Design bcd_time_keeper_flat, sky130hd; sources not shown.
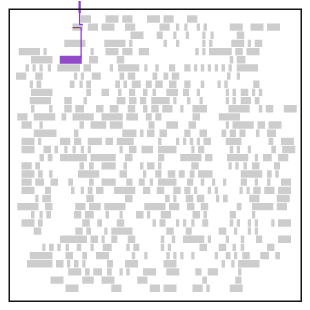
(run_1/port_nets.png)
Drawn at 3 px/µm.
Key: `bus_load_err` = purple [bits 1, direction output, edge north, end cells 1, buffers 1, wire 18.1 µm]
ports placed on the boundary: 56
buffers added on ports: 55

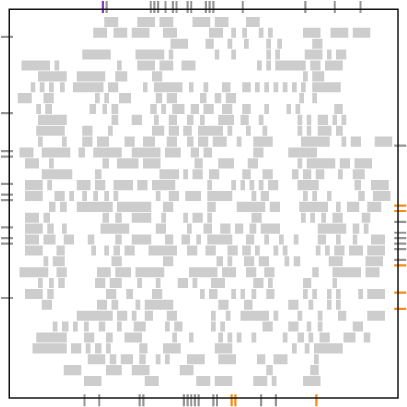
(run_1/pins.png)
Drawn at 4 px/µm. Pins as bars across the die edge, other pins in grey.
Key: `bus_load_err` = purple [pins 1, direction output, edge north]; `bus_hour` = orange [pins 8, direction output, edge 5 east, 3 south]
All pins by edge: 17 north, 16 south, 12 east, 11 west.
die outline width: 96.8 µm
overall die height: 96.8 µm

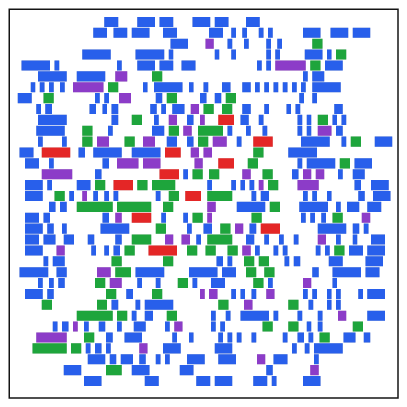
(run_1/drive_strength.png)
Drawn at 4 px/µm.
Key: drive 3 to 4 = green [cells 75, share 17%, most used buf_4]; drive 2 = purple [cells 49, share 11%, most used nor2_2]; drive 6 and up = red [cells 11, share 2.5%, most used clkbuf_8]; drive 1 or less = blue [cells 302, share 69%, most used nand2_1]
final std cell area, no fill: 0.00352 mm²
nonclk buf count: 123

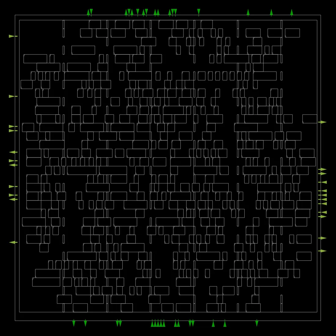
(run_1/final_placement.png)
Final Util: 40.4%
flop count: 31
standard-cell row count: 34
number of tapcells: 108
Final Non-Filler Cells: 545

==> run summary, run 1 <==
Notes on the physical design

The largest area contributor in the synthesized netlist is dfxtp_1. The library cell used most frequently in the layout, excluding fill and tap cells, is nand2_1. Clock tree synthesis selected as its root buffer the cell clkbuf_8. The floorplan step defined a core boundary enclosing between 0.008 and 0.009 mm². The insertion delay to the later sink of the worst-skew pair is 0.29 ns. The power after layout is between 2 and 2.5 mW.

The run finished with clean final reports. The flow reports an fmax of 678 MHz. Per the post-synthesis report, the number of cells in the design is 316. The cell-mix breakdown from Yosys lists the simple-gate area share as 37.3%. Per the synthesis report, the single largest cell type by area occupies roughly a third of cell area. The largest clock skew in the final design is 0.00637 ns. The detailed router used layers up to and including met4.

Counting every sink on the clock net gives 31. The total wire length is 6.96 mm. The longest incremental delay of any stage on the critical path is reported as approximately 0.33 ns. The mux cell area share after synthesis is 0.506%. The worst vdd rail ir drop is 0.282 mV. The post-placement worst setup slack is -0.347 ns. The post-synth count of flops with an enable pin is 0. met2 is the most crowded layer. The most common logic cells in the final layout are nand2_1, buf_4, nor2_1. The fraction of met3 tracks used by global routing is approximately 3.2%.

The largest net degree at the start of global routing is 21. The slew of the pin with the lowest slew margin is 0.253 ns. On the critical path the largest part of the delay comes from simple AND/OR/NAND/NOR gates. The count of fill cells added during filler insertion is 1092. In the final design database the tool counted 475 nets. The number of different library cells in the post-synthesis netlist is 24. The final RePlAce weighted congestion is 0.722. The via count of the first global-routing pass was around 2.4k. The number of nets handed over by synthesis was 355. Counting flops with an async set or reset pin after synthesis yields a share of 0%. The number of pins with negative max-slew slack in the final report is 0. TritonCTS built the clock tree. The number of antenna violations at the first check in global routing is 0. The share of layout cells above drive strength 1 is 30.9%. The H-tree depth is 2.

Summing the areas of all fa, ha and maj instances in the mapped netlist gives 6.33% of the synthesized area. The kind of end point of the critical path is a flop. The detailed-route wire length per cell is 12.8 µm. The routed design could run at a clock period as short as 1.47 ns. The via count normalized by instance count is 4.27. In the hold timing report, the worst path depth is 5.

The number of setup violations in the final report is 0. The via count is 2326. In this run the worst hold path is classified as input port to flop. The number of hold violations in the final report is 0. Per the run report, area growth between synthesis and finish was 78.0%. The script extracted a total leakage power of 2.05 nW. The clock slew seen by the registers of the worst setup and hold paths is 0.07 ns. The DRC violation total left in the routed layout is recorded as 0. The worst-case setup margin in the final layout is 0.0255 ns. Sorting the synthesized cells by area gives the leading types as dfxtp_1, nand2_1, nor2_1, inv_1, ha_1.

STA shows the worst reg2reg path with a cell count of 11. By count the netlist is led by nand2_1, nor2_1, inv_1, dfxtp_1, nand3_1. The core utilization before placement is 22.7%.

The worst setup path is launched from a flop. The data arrival at the endpoint of the critical path is 1.66 ns. Across all hold checks on the routed design, the worst slack comes to approximately 0.35 ns. The stage-log warning count is 32.

The synthesis report names the predominant flop master as dfxtp_1. For this run the top cell type by instance count after synthesis was nand2_1. Per the CTS log, the buffer count on the longest clock path is 2. A synthesized cell averages roughly 6.3 µm². Setup repair after global routing could not meet its margin everywhere. The setup total negative slack is 0 ns. The power per unit of standard cell area is approximately 590 mW/mm². Wire segments on met3 add up to 209 µm in the final route. STA reports a reg2reg setup slack of roughly 0.026 ns. The detailed router put a total of 3.23 mm of wire on met1. Summed over all nets, the half-perimeter wirelength after detailed placement is between 5 and 6 mm. The routed length on met2 is 3.45 mm. The critical-path cell with the highest stage delay is dfxtp_2. Once iteration 0 of detailed routing completed, the report listed 31 DRC markers. The area after detailed placement is between 0.003 and 0.004 mm². The critical path maximum fanout is 5.

The count of nets left with antenna violations after detail routing is 0. Across all checked pins, the minimum headroom to the slew limit is between 80 and 90%. In this run the cell area of the synthesized design comes to 0.00198 mm². The number of iterations in the first detailed-routing pass is 4.

Looking at the setup timing report, the critical path kind is flop to flop. The cell-mix breakdown from Yosys lists the XOR/XNOR area share as 4.43%.
run 1: final cells by class:
cell class / count / area, µm² / share of cell area (%)
sequential: 31 / 633 / 18.0
clock inverter: 3 / 20.0 / 0.569
clock buffer: 5 / 68.8 / 1.95
multi-input combinational: 233 / 1340 / 37.9
inverter: 42 / 158 / 4.48
tap: 108 / 135 / 3.84
timing repair buffer: 123 / 1170 / 33.3
run 1: logic make-up (layout without fill, tap and decap cells):
family                     count (synthesis)  after routing
adders and majority gates                 10             10
muxes                                      1              1
buffers and inverters                     52            173
DFF                                       31             31
AOI/OAI and AO/OA                         34             34
and+or+nand+nor                          178            178
xor gates and xnor gates                  10             10
run 1: where the power goes:
group	switching [mW]	internal, mW
clock network	0.358	0.323
registers	0.0165	0.848
logic	0.263	0.273
==> run_1/metal_stack.png <==
Drawn at 4 px/µm. Two of the layers only.
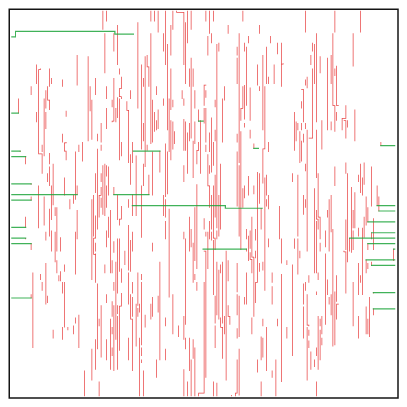

## Run 2: what changed since run 1
Settings changed: ABC_AREA 1 to 0, CORE_UTILIZATION 22 to 24.
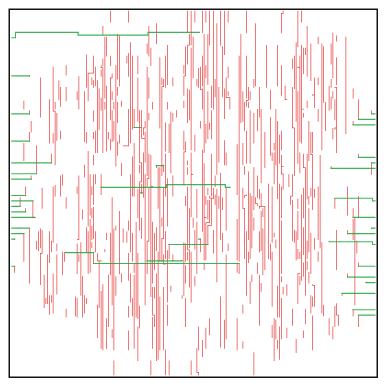
(run_2/metal_stack.png)
Drawn at 4 px/µm. Two of the layers only.
Key: met3 = green [wire length 304 µm]; met2 = red [wire length 3900 µm]
routed wire length per instance: 16.6 µm
overall fraction of global-route tracks in use: 17.5%
overall routed net length: 7.87 mm
vias after detailed routing: 2353

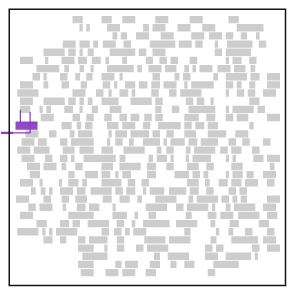
(run_2/port_nets.png)
Drawn at 3 px/µm.
Key: `bus_load_err` = purple [bits 1, direction output, edge west, end cells 1, buffers 1, wire 23.1 µm]

==> run 2 against run 1 <==
- core utilization is 9.4 points higher
- flip-flop count unchanged
- the flow now finishes with violations (negative setup slack)
- critical path depth shrank 4
- area after synthesis shrank 2.6%
- synthesized cell count fell by 26%
- setup slack lost 0.42 ns
- sequential share of layout area down 1.0 points
- register-to-register slack worse by 0.42 ns
- die area is 11% lower
- clock skew rose by 0.0020 ns
==> run summary, run 2 <==
Notes on the physical design

The power share of the clock group is 41.2% (+8.5 points). The post-synth design cell area is 0.00193 mm² (-2.6%). The critical path runs through a total of 7 cells. The clock network power is 880 µW (+29%).

The area after detailed placement is 0.00324 mm² (+2.7%). The timing-limited maximum frequency is 527 MHz (-22%). The OpenROAD report gives the critical path a required time of 1.68 ns. The leakage component of the power is 2.05 nW (-0.16%). Counting only logic cells after layout, the most numerous master is buf_4.

The sequential-to-total area share from yosys stat is 32.2%. The total of flip-flops plus latches after synthesis is 31. The via count normalized by instance count is 4.96 (+16%). The die covers 0.00839 mm². The placeable core region is 0.00773 mm² (-11%).

The maximum clock path buffer count is 2 (unchanged). The largest clock skew in the final design was 0.00838 ns (+0.00201 ns). The slew of the pin with the lowest slew margin is 0.426 ns (+0.173 ns).

The power share of the sequential group came to 39.0% (-2.5 points). The count of buffering cells on the critical path with inverters included is 1. The number of top-level pins is 56 (unchanged). The die span in x is 91.6 µm (-5.4%). TritonCTS created 5 clock buffers. The worst-case setup margin in the final layout is -0.397 ns (-0.423 ns). In the finished design, the share of the clock period the worst path needs comes to 126%.

The final standard cell utilization of the core is 49.8% (+9.4 points). The most used flip-flop cell after synthesis is dfxtp_1. Setup repair after global routing could not meet its margin everywhere.

The tally of non-filler cells in the final layout came to 474 (-13%). The largest individual stage delay along the critical path comes from the cell or4b_4. The power after layout is 2.13 mW (+2.5%). The time the final worst path needs with I/O delays and setup was 1.90 ns (+0.423 ns). The sequential-cell power consumption is 832 µW (-3.8%). The worst vdd rail ir drop is 0.452 mV (+60%). The adder-cell share of the synthesized area came to 6.49% (+0.17 points). The number of flops mapped to enable cells by yosys is 0 (unchanged).

The power per unit of standard cell area was 555 mW/mm² (-6.1%). The post-synthesis share of cell area spent on and, or, nand and nor gates is 26.6% (-11 points). The tally of yosys warning messages is 0. The number of instances in the synthesized netlist came to 233 (-26%).

The switching component of the power was 551 µW (-14%). Ranked by instance count, the synthesized netlist is headed by dfxtp_1, nand2_1, nor2_1, o21ai_0, a21oi_1. The number of setup violations in the final report is 21 (+21). The synthesized area per cell was 8.27 µm² (+32%).

The final RePlAce weighted congestion was 0.781 (+8.2%). The category of the most critical setup path is flop to flop. The number of cells on the worst reg-to-reg path is 7 (-4).

From synthesis to final layout, the design area changed by 99.5%. The number of instances in the placed design is 452. The mux cell area share after synthesis is 1.04% (+0.53 points). The DRC violation count after routing is 0 (unchanged). The number of iterations in the first detailed-routing pass came to 4 (unchanged). The core utilization before placement was 24.9% (+2.3 points). The area figure in the yosys stat output is 0.00193 mm². The worst setup path is captured at a flop. The combinational group share of total power is 19.8% (-6.0 points). The count of nets left with antenna violations after detail routing was 0 (unchanged). The sum of overflow across all layers after global routing is 0. The number of nets in the finished design is 410 (-14%). The H-tree depth came to 2 (unchanged). The clock slew seen by the registers of the worst setup and hold paths is 0.08 ns (about the same). The DRC violation total after the first TritonRoute iteration came to 91 (+190%). The max-cap check violation count is 0.

The share of flip-flops with an asynchronous set or reset after synthesis came to 0% (unchanged). Of the total synthesized cell area, the portion taken by AND-OR and OR-AND cells is 27.5%. The critical path startpoint category is a flop. The peak fanout along the critical path is 4 (-1). dfxtp_1 is the most common cell in the netlist.

By area, the combinational part of the netlist is dominated by AND-OR/OR-AND gates. The worst hold slack after final layout is 0.343 ns (-0.00802 ns). The largest part of the power goes to clock. The net switching share of the total power was 25.8% (-4.8 points). The internal power is 1.58 mW (+9.6%).

The number of pins with negative max-slew slack in the final report is 0 (unchanged). The number of cell rows is 32 (-5.9%). The via count of the first global-routing pass came to 2244 (-6.9%). The number of I/O port buffers was 55 (unchanged). The count of clock tree sinks was 31 (unchanged). The worst hold path stage count is 3 (-2). The number of nets produced by synthesis came to 272 (-23%). The final reports fail on negative setup slack. The die height came to 91.6 µm (-5.4%). The area share of xor/xnor cells in the synthesized design was 1.36% (-3.1 points). The insertion delay to the later sink of the worst-skew pair is 0.28 ns (about the same). The main area contributors are dfxtp_1, ha_1, nand2_1, o21ai_0, a21oi_1. The setup total negative slack is -3.66 ns (-3.66 ns). The most common logic cells in the final layout are buf_4, dlymetal6s2s_1, nand2_1. TritonCTS built the clock tree.

The fraction of synthesized cell area taken by the top area cell type was 32.2% (+0.84 points). The post-placement worst setup slack is -0.671 ns (-0.324 ns). The type recorded for the worst min-delay path is input port to flop. The share of layout cells above drive strength 1 is 45.4% (+15 points). The number of different library cells in the post-synthesis netlist was 56 (+130%). The number of hold violations in the final report is 0 (unchanged). The post-DP HPWL came to 5.79 mm (+5.9%). The number of antenna violations at the first check in global routing is 0 (unchanged). The post-layout instance area is 0.00384 mm² (+9.2%).

The largest net degree at the start of global routing was 23 (+9.5%). The run finished, with violations left. The setup slack on the worst flop-to-flop path is -0.40 ns (-0.42 ns). The number of cells reported by Yosys stat comes to 233. The worst relative slew slack is 71.6% (-11 points). The cell sitting at the root of the clock tree is a clkbuf_8.

Among cell families on the critical path, the largest total delay comes from simple AND/OR/NAND/NOR gates. The delay of the slowest cell on the worst path was 0.47 ns (+0.14 ns). The first global-routing pass estimated 11.6 mm of wire. The largest area contributor in the synthesized netlist is dfxtp_1. The power in combinational cells is 422 µW (-21%). The count of antenna diodes in the layout is 0. The data arrival at the endpoint of the critical path is 2.08 ns (+0.42 ns). The stage-log warning count was 33 (+3.1%). Listed in order, past its start point the critical path passes inv_4 > ha_4 > or4b_4 > or3_4 > nand2_4 > nand3_4 > a221oi_2.
==> run 2: metal layers <==
layer | vias up | share of wire (%) | track usage [%]
li1 | 1149 | - | -
met1 | 1153 | 46 | 23.7
met2 | 47 | 49 | 29.6
met3 | 4 | 3.8 | 2.51
met4 | 0 | 0.86 | 3.17
met5 | - | 0 | 0
==> run 2: logic make-up after synthesis <==
logic type | count (synthesis)
AND/OR/NAND/NOR | 93
multiplexers | 2
XOR/XNOR | 3
adder cells (fa/ha/maj) | 10
flip-flops | 31
AND-OR/OR-AND | 75
buffers and inverters | 19
==> run 2: final cells by class <==
cell class	count	area [µm²]
multi-input combinational	183	1530
fill	857	3880
inverter	10	46.3
sequential	31	652
clock buffer	6	82.6
timing repair buffer	140	1380
tap	102	128
clock inverter	2	35.0
No activity file was given, so power comes from the tool's default toggle rates.
